[config.mk]
export PLATFORM = sky130hd
export DESIGN_NAME = trivium_keygen_ctrl
export DESIGN_NICKNAME = d
export VERILOG_FILES = /design/src/rtl/trivium_keygen_ctrl_pkg.sv /design/src/rtl/trivium_keygen_ctrl_entropy_seed_sr.sv /design/src/rtl/trivium_keygen_ctrl.sv
export SDC_FILE = /design/constraint.sdc
export NUM_CORES = 1
export LEC_CHECK = 0
export CAP_MARGIN = 25
export CORE_MARGIN = 2
export CORE_UTILIZATION = 35
export DETAILED_ROUTE_END_ITERATION = 10
export PLACE_DENSITY = 0.59
export SYNTH_ARGS = -nofsm -noshare
export SYNTH_HDL_FRONTEND = slang
export SYNTH_SLANG_ARGS = --single-unit
[constraint.sdc]
create_clock -name clk -period 1.9 [get_ports clk]
set_input_delay 0.19 -clock clk [delete_from_list [all_inputs] [get_ports clk]]
set_output_delay 0.19 -clock clk [all_outputs]
set_load 0.02 [all_outputs]
[src/rtl/trivium_keygen_ctrl_pkg.sv]
// Shared parameters, state encoding and word helpers for the Trivium
// key-generation sequencer.
// Optional feature macro: TRIVIUM_KEYGEN_PRIME_FIX_EN (odd, full-width p/q).
package trivium_keygen_ctrl_pkg;

   localparam int KEY_WIDTH     = 128;
   localparam int SEED_KEY_BITS = 80;
   localparam int SEED_IV_BITS  = 80;
   localparam int WARMUP_CYCLES = 1152;

   localparam int SEED_BITS  = SEED_KEY_BITS + SEED_IV_BITS;
   localparam int SEED_CNT_W = $clog2(SEED_BITS + 1);
   localparam int STEP_MAX   = (WARMUP_CYCLES > KEY_WIDTH) ? WARMUP_CYCLES : KEY_WIDTH;
   localparam int STEP_W     = $clog2(STEP_MAX);

   typedef enum logic [2:0] {
      COLLECT,
      LOAD,
      WARMUP,
      GEN_P,
      GEN_Q,
      DONE
   } trivium_keygen_state_t;

   // Force the top and bottom bits so the word is an odd, full-width candidate.
   function automatic logic [KEY_WIDTH-1:0] prime_fix(input logic [KEY_WIDTH-1:0] w);
      logic [KEY_WIDTH-1:0] r;
      r = w;
      r[KEY_WIDTH-1] = 1'b1;
      r[0]           = 1'b1;
      return r;
   endfunction

endpackage

[src/rtl/trivium_keygen_ctrl_entropy_seed_sr.sv]
// 160-bit entropy seed shift register with fill counter.
// The first captured bit ends up in the MSB once the register is full.
// clr only rewinds the fill counter; the old bits are shifted out by the
// next fill, so nothing stale reaches the core once full is set again.
module entropy_seed_sr
   import trivium_keygen_ctrl_pkg::*;
(
   input  logic                 clk,
   input  logic                 rst,
   input  logic                 adc_in,
   input  logic                 adc_wr,
   input  logic                 clr,
   output logic [SEED_BITS-1:0] seed,
   output logic                 full
);

   logic [SEED_CNT_W-1:0] count;

   assign full = (count == SEED_CNT_W'(SEED_BITS));

   // Shift in entropy bits until full; writes while full are dropped.
   always_ff @(posedge clk or negedge rst) begin
      if (!rst) begin
         seed  <= '0;
         count <= '0;
      end else if (clr) begin
         count <= '0;
      end else if (adc_wr && !full) begin
         seed  <= {seed[SEED_BITS-2:0], adc_in};
         count <= count + SEED_CNT_W'(1);
      end
   end

endmodule

[src/rtl/trivium_keygen_ctrl.sv]
// Trivium key-generation sequencer: collects an entropy seed, loads and
// warms up the external Trivium core, then shifts keystream into p and q.
// Optional feature macro: TRIVIUM_KEYGEN_PRIME_FIX_EN forces bit MSB and
// bit 0 of p and q to 1 on their final fill cycle; latency is unchanged.
//
// state   | meaning
// --------+-----------------------------------------------------------
// COLLECT | capture adc bits into the seed; wait for req with full seed
// LOAD    | one-cycle core_load strobe, core not advanced
// WARMUP  | core_en for WARMUP_CYCLES, keystream discarded
// GEN_P   | core_en for KEY_WIDTH cycles, keystream shifted into p
// GEN_Q   | core_en for KEY_WIDTH cycles, keystream shifted into q
// DONE    | valid; hold p/q until req drops, then rewind the seed
module trivium_keygen_ctrl
   import trivium_keygen_ctrl_pkg::*;
(
   input  logic                     clk,
   input  logic                     rst,
   input  logic                     adc_in,
   input  logic                     adc_wr,
   input  logic                     req,
   output logic [KEY_WIDTH-1:0]     p,
   output logic [KEY_WIDTH-1:0]     q,
   output logic                     valid,
   output logic                     busy,
   output logic                     seed_full,
   output logic                     core_load,
   output logic [SEED_KEY_BITS-1:0] core_key,
   output logic [SEED_IV_BITS-1:0]  core_iv,
   output logic                     core_en,
   input  logic                     core_z
);

   trivium_keygen_state_t state, state_nxt;
   logic [STEP_W-1:0]     step;
   logic                  step_tc;
   logic [SEED_BITS-1:0]  seed;
   logic                  seed_wr;
   logic                  seed_clr;
   logic [KEY_WIDTH-1:0]  p_shift;
   logic [KEY_WIDTH-1:0]  q_shift;

   assign step_tc  = (step == '0);
   assign seed_wr  = adc_wr && (state == COLLECT);
   assign seed_clr = (state == DONE) && !req;

   assign core_key = seed[SEED_BITS-1 -: SEED_KEY_BITS];
   assign core_iv  = seed[SEED_IV_BITS-1:0];

   entropy_seed_sr u_seed (
      .clk    (clk),
      .rst    (rst),
      .adc_in (adc_in),
      .adc_wr (seed_wr),
      .clr    (seed_clr),
      .seed   (seed),
      .full   (seed_full)
   );

   // State register.
   always_ff @(posedge clk or negedge rst) begin
      if (!rst) state <= COLLECT;
      else      state <= state_nxt;
   end

   // Next-state decode; phase lengths come from the step down-counter.
   always_comb begin
      state_nxt = state;
      case (state)
         COLLECT: if (req && seed_full) state_nxt = LOAD;
         LOAD:                          state_nxt = WARMUP;
         WARMUP:  if (step_tc)          state_nxt = GEN_P;
         GEN_P:   if (step_tc)          state_nxt = GEN_Q;
         GEN_Q:   if (step_tc)          state_nxt = DONE;
         DONE:    if (!req)             state_nxt = COLLECT;
         default:                       state_nxt = COLLECT;
      endcase
   end

   // Output decode; everything is a pure function of state so reset clears it at once.
   always_comb begin
      core_load = 1'b0;
      core_en   = 1'b0;
      busy      = 1'b0;
      valid     = 1'b0;
      case (state)
         LOAD: begin
            core_load = 1'b1;
            busy      = 1'b1;
         end
         WARMUP, GEN_P, GEN_Q: begin
            core_en = 1'b1;
            busy    = 1'b1;
         end
         DONE:    valid = 1'b1;
         default: ;
      endcase
   end

   // Step down-counter: reloaded on every state change, terminal count at zero.
   always_ff @(posedge clk or negedge rst) begin
      if (!rst) begin
         step <= '0;
      end else if (state_nxt != state) begin
         case (state_nxt)
            WARMUP:       step <= STEP_W'(WARMUP_CYCLES - 1);
            GEN_P, GEN_Q: step <= STEP_W'(KEY_WIDTH - 1);
            default:      step <= '0;
         endcase
      end else if (!step_tc) begin
         step <= step - STEP_W'(1);
      end
   end

   // Next shifter values, with the odd/full-width fixup on the last fill cycle.
   always_comb begin
      p_shift = {p[KEY_WIDTH-2:0], core_z};
      q_shift = {q[KEY_WIDTH-2:0], core_z};
`ifdef TRIVIUM_KEYGEN_PRIME_FIX_EN
      if (step_tc) begin
         p_shift = prime_fix(p_shift);
         q_shift = prime_fix(q_shift);
      end
`endif
   end

   // p fills MSB-first during GEN_P and holds otherwise.
   always_ff @(posedge clk or negedge rst) begin
      if (!rst)                p <= '0;
      else if (state == GEN_P) p <= p_shift;
   end

   // q fills MSB-first during GEN_Q and holds otherwise.
   always_ff @(posedge clk or negedge rst) begin
      if (!rst)                q <= '0;
      else if (state == GEN_Q) q <= q_shift;
   end

endmodule
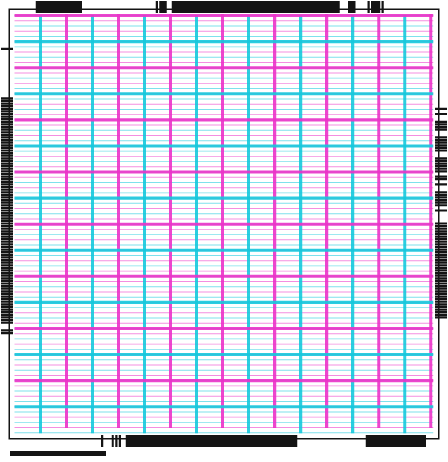
**Above:** supply network.
Scale bar: 50 um. Pins as bars on the die edge.
[VSS] cyan
[VDD] magenta
met4 straps: 16
rows: 80
maximum VDD drop: 0.657 mV
Die H: 223 um

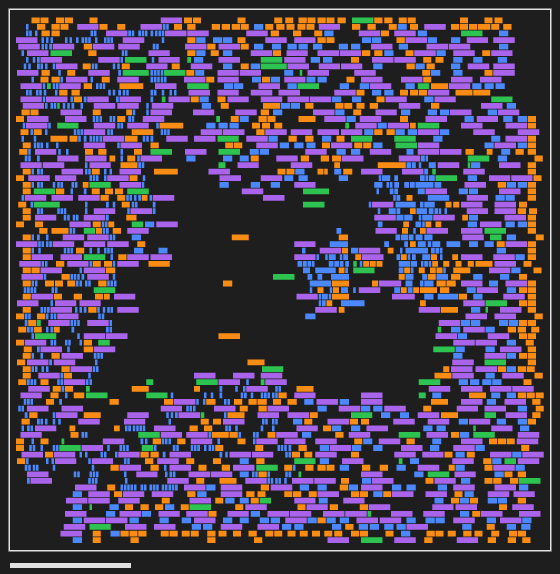
**Above:** placement by cell class.
Scale bar: 50 um.
[clock drivers and dummy loads] green | cells: 87
[registers] purple | cells: 438
[remaining logic cells] blue | cells: 862
[remaining buffers and delay cells] orange | cells: 528
area of the core: 47500 um2
Seq/total area: 0.446

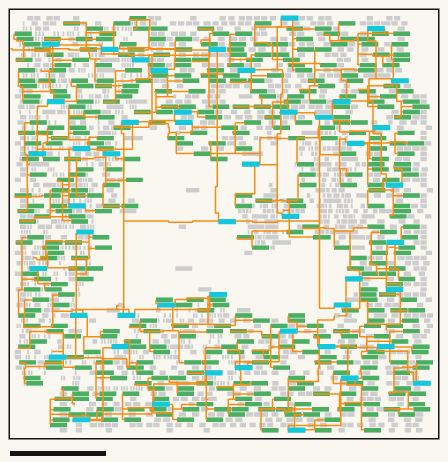
**Above:** clock distribution.
Scale bar: 50 um.
[flip-flops] green | count: 438
[clock wires] orange | length: 5840 um
[clock-net drivers] cyan | count: 48
flops lie: all over the die
routed clock nets: 49
clock latency reported for the late side of the worst-skew pair: 0.57 ns
Clk. pwr: 0.00939 W
portion of total power attributed to the clock network: 0.494
clock skew: 0.0175 ns

==> run summary <==
Notes on the physical implementation.

- The report lists the cells along the critical path as buf_6 -> buf_6 -> nor3_4 -> buf_12 -> or3_4 -> buf_6.
- The longest clock path from root to sink contains 3 buffers.
- The setup fix buffers added after clock tree synthesis is 13, for reference.
- The first-pass GRT wire length is 69700 um, for reference.
- The width of the chip is 223 um, for reference.
- For this design the top-level I/O count stands at 427.
- STA puts the critical path data required time at 1.71 ns.
- The die area is 49800 um2, for reference.
- Nets still carrying antenna violations after routing amount to 0.
- For this run, the chip area from Yosys synthesis comes to 16800 um2.
- The cell count after synthesis is 1370, for reference.
- The total via count in the routed design is 11800, for reference.
- The cell sitting at the root of the clock tree is a sky130_fd_sc_hd__clkbuf_16.
- The total congestion overflow after global routing is 0, for reference.
- The share of synthesized area in the top cell type comes to 0.652.
- The most used standard cell by instance count after synthesis is sky130_fd_sc_hd__nand2_1, for reference.
- The global placement routability congestion is 0.819, for reference.
- The post-route fraction of the period consumed by the critical path is 1.04, for reference.
- The warning tally printed by Yosys for this design is 0.
- The synthesized area divided by synthesized cell count is 12.3 um2, for reference.
- The type of element capturing the critical path is an output pin, for reference.
- The finished design was reported to have a net count of 1887.
- The transition time recorded at the tightest slew-check pin is 0.542 ns.
- Summed over all nets, the half-perimeter wirelength after detailed placement is 30500 um.
- In the log, the iteration count for the first detailed-route pass is 6.
- The number of vias per cell after detailed routing is 4.67, for reference.
- Setup repair after global routing could not meet its margin everywhere.
- The post-CTS clock slew at the launch and capture registers of the worst setup and hold paths is 0.06 ns, for reference.
- The overall routed net length is 44400 um, for reference.
- The final antenna diode tally reported by the flow is 0.
- The setup slack after placement is -0.0681 ns, for reference.
- The timing report shows the most common cell along the critical path to be sky130_fd_sc_hd__buf_6.
- After detailed routing, the average wire length per cell comes to 17.6 um.
- The count of maximum capacitance violations is 0, for reference.
- The number of synthesized flops with an enable pin is 0, for reference.
- The leakage component of the power is 12.1 nW, for reference.
- Power spread over the standard cell area amounts to 773 nW/um2.
- The final reports fail on negative setup slack.
- The biggest area contributor in the post-synthesis netlist is sky130_fd_sc_hd__dfrtp_1.
- The worst setup margin is -0.0683 ns, for reference.
- The number of cells reported by Yosys stat comes to 1370.
- The stage logs contain a warning count of 29.
- The count of buffers inserted at the top-level ports is 426, for reference.
- The final setup violation count is 37, for reference.
- The number of different library cells in the post-synthesis netlist is 48, for reference.
- The layout summary lists the proportion of cells stronger than drive strength 1 as 0.251.
- In the post-synthesis netlist, the biggest area contributors are sky130_fd_sc_hd__dfrtp_1 (65%), sky130_fd_sc_hd__mux2_2 (17%), sky130_fd_sc_hd__nand2_1 (11%), sky130_fd_sc_hd__buf_2 (1.5%), sky130_fd_sc_hd__nor2_1 (0.45%).
- The final timing report derives a shortest allowable period of 1.97 ns.
- The run finished, with violations left.
- By startpoint and endpoint, the worst setup path is classified as flop to output pin.
- After synthesis, the share of flip-flops with an asynchronous set or reset is 1.00.
- In the global route stage, overall resource usage came out at 0.176.
- The final layout reports a setup TNS of -0.546 ns.
- The number of antenna violations at the first check in global routing was 0.
- The count of hold buffers inserted by post-cts repair is 1, for reference.
- Per the TritonCTS log, the buffer count is 48.
- By count the netlist is led by sky130_fd_sc_hd__nand2_1 (493), sky130_fd_sc_hd__dfrtp_1 (438), sky130_fd_sc_hd__mux2_2 (256), sky130_fd_sc_hd__buf_2 (52), sky130_fd_sc_hd__nor2_1 (20).
- Detailed-route iteration 0 reported a violation count of 594.
- The maximum fanout count along the critical path is 5, for reference.
- The main flop type after synthesis is sky130_fd_sc_hd__dfrtp_1, for reference.
- The worst setup path is launched from a flop.
- The upper clock frequency limit is 508 MHz, for reference.
- The clock drives 438 sinks.
- The number of flip-flops and latches in the synthesized netlist is 438, for reference.
- The maximum number of pins on one net before global-route repair is 70, for reference.
- The final timing report lists a hold violation count of 0.
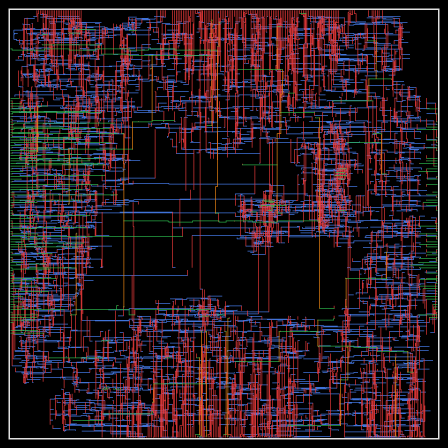
**Above:** routed metal, one colour a layer.
[M1] blue | wire length: 18600 um
[M3] green | wire length: 2840 um
[M2] red | wire length: 21.9 mm
[M4] orange | wire length: 1060 um

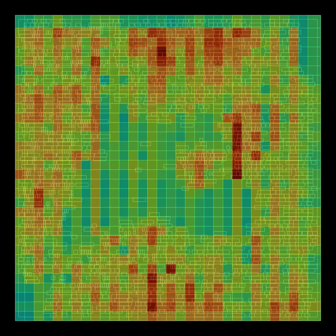
**Above:** routing congestion map.
global-route met1 utilization: 0.219
met2 layer usage reported by global route: 0.293

## state kept, by name, summed over array words and instances, names as in the netlist
signal / cells
q: 128
u_seed.count: 8
p: 128
u_seed.seed: 160
state: 3
step: 11
## metrics by stage
step / hold WS, ns / instances / area [um2] / power (W) / utilization
2_1_floorplan: -0.106 / 1370 / 16800 / 0.00951 / -
3_3_place_gp: 0.162 / 2422 / 22500 / 0.00978 / 0.473
3_5_place_dp: 0.170 / 2422 / 22500 / 0.00978 / 0.473
4_1_cts: 0.126 / 2524 / 24400 / 0.0193 / 0.513
5_1_grt: 0.156 / 2530 / 24600 / 0.0197 / 0.516
6_report: 0.141 / 2530 / 24600 / 0.0190 / 0.516
## worst max-delay path, delay by kind of cell (launching register included)
kind	cells	cell delay (ns)
AND/OR/NAND/NOR	2	0.36
buffers and inverters	4	0.47
flip-flops	1	0.38
## routing by layer
metal,GRT usage,routed length (um)
met4,0.0580,1060
met5,0,0
met3,0.0532,2840
met2,0.293,21900
met1,0.219,18600
## placed cells by master, fill, tap and decap left out, types with 5 or more instances in the layout
cell type / Yosys / layout
sky130_fd_sc_hd__nand2_1: 493 / 492
sky130_fd_sc_hd__dfrtp_1: 438 / 436
sky130_fd_sc_hd__clkdlybuf4s50_1: 0 / 418
sky130_fd_sc_hd__mux2_2: 256 / 256
sky130_fd_sc_hd__buf_4: 0 / 55
sky130_fd_sc_hd__clkbuf_16: 0 / 52
sky130_fd_sc_hd__buf_12: 0 / 26
sky130_fd_sc_hd__nor2_1: 20 / 17
sky130_fd_sc_hd__buf_6: 0 / 16
sky130_fd_sc_hd__clkinv_2: 0 / 14
sky130_fd_sc_hd__clkbuf_8: 0 / 9
sky130_fd_sc_hd__a21oi_1: 9 / 8
sky130_fd_sc_hd__clkbuf_1: 16 / 8
sky130_fd_sc_hd__nor3_1: 7 / 6
sky130_fd_sc_hd__inv_2: 0 / 5
sky130_fd_sc_hd__o21ai_0: 5 / 5
sky130_fd_sc_hd__xor2_1: 5 / 5
## final timing paths
path | start | end | depth (start not counted)
max in group asynchronous | rst | p[70]$_DFFE_PN0P_ | 4
min reg2reg | u_seed.seed[24]$_DFFE_PN0P_ | u_seed.seed[25]$_DFFE_PN0P_ | 2
min in group clk | adc_in | u_seed.seed[0]$_DFFE_PN0P_ | 3
min | rst | q[102]$_DFFE_PN0P_ | 2
max reg2reg | u_seed.count[1]$_DFFE_PN0P_ | u_seed.seed[6]$_DFFE_PN0P_ | 9
max | state[1]$_DFF_PN0_ | busy | 6
## final cells by class
class	instances	area, um2
multi-input cells	855	5640
fillers	4182	23000
clock buffers	66	1380
flip-flops and latches	438	11000
repair buffers	528	5560
well taps	615	769
inverters	7	28.8
clock inverters	21	216
## cells by family (layout without fill, tap and decap cells)
kind of cell,Yosys count,after routing,synth area share
AND/OR/NAND/NOR,550,550,0.132
flip-flops,438,438,0.652
multiplexers,257,257,0.172
buffers and inverters,77,622,0.0211
AND-OR/OR-AND,37,37,0.0174
XOR/XNOR,8,8,0.00417
adder cells (fa/ha/maj),3,3,0.00223
## power by group
part           total (W)  switching [W]  internal [W]
combinational   0.000269       0.000204     0.0000656
sequential       0.00933     0.00000150       0.00933
clock            0.00939        0.00378       0.00561
Power is estimated from default activity; no workload was simulated.
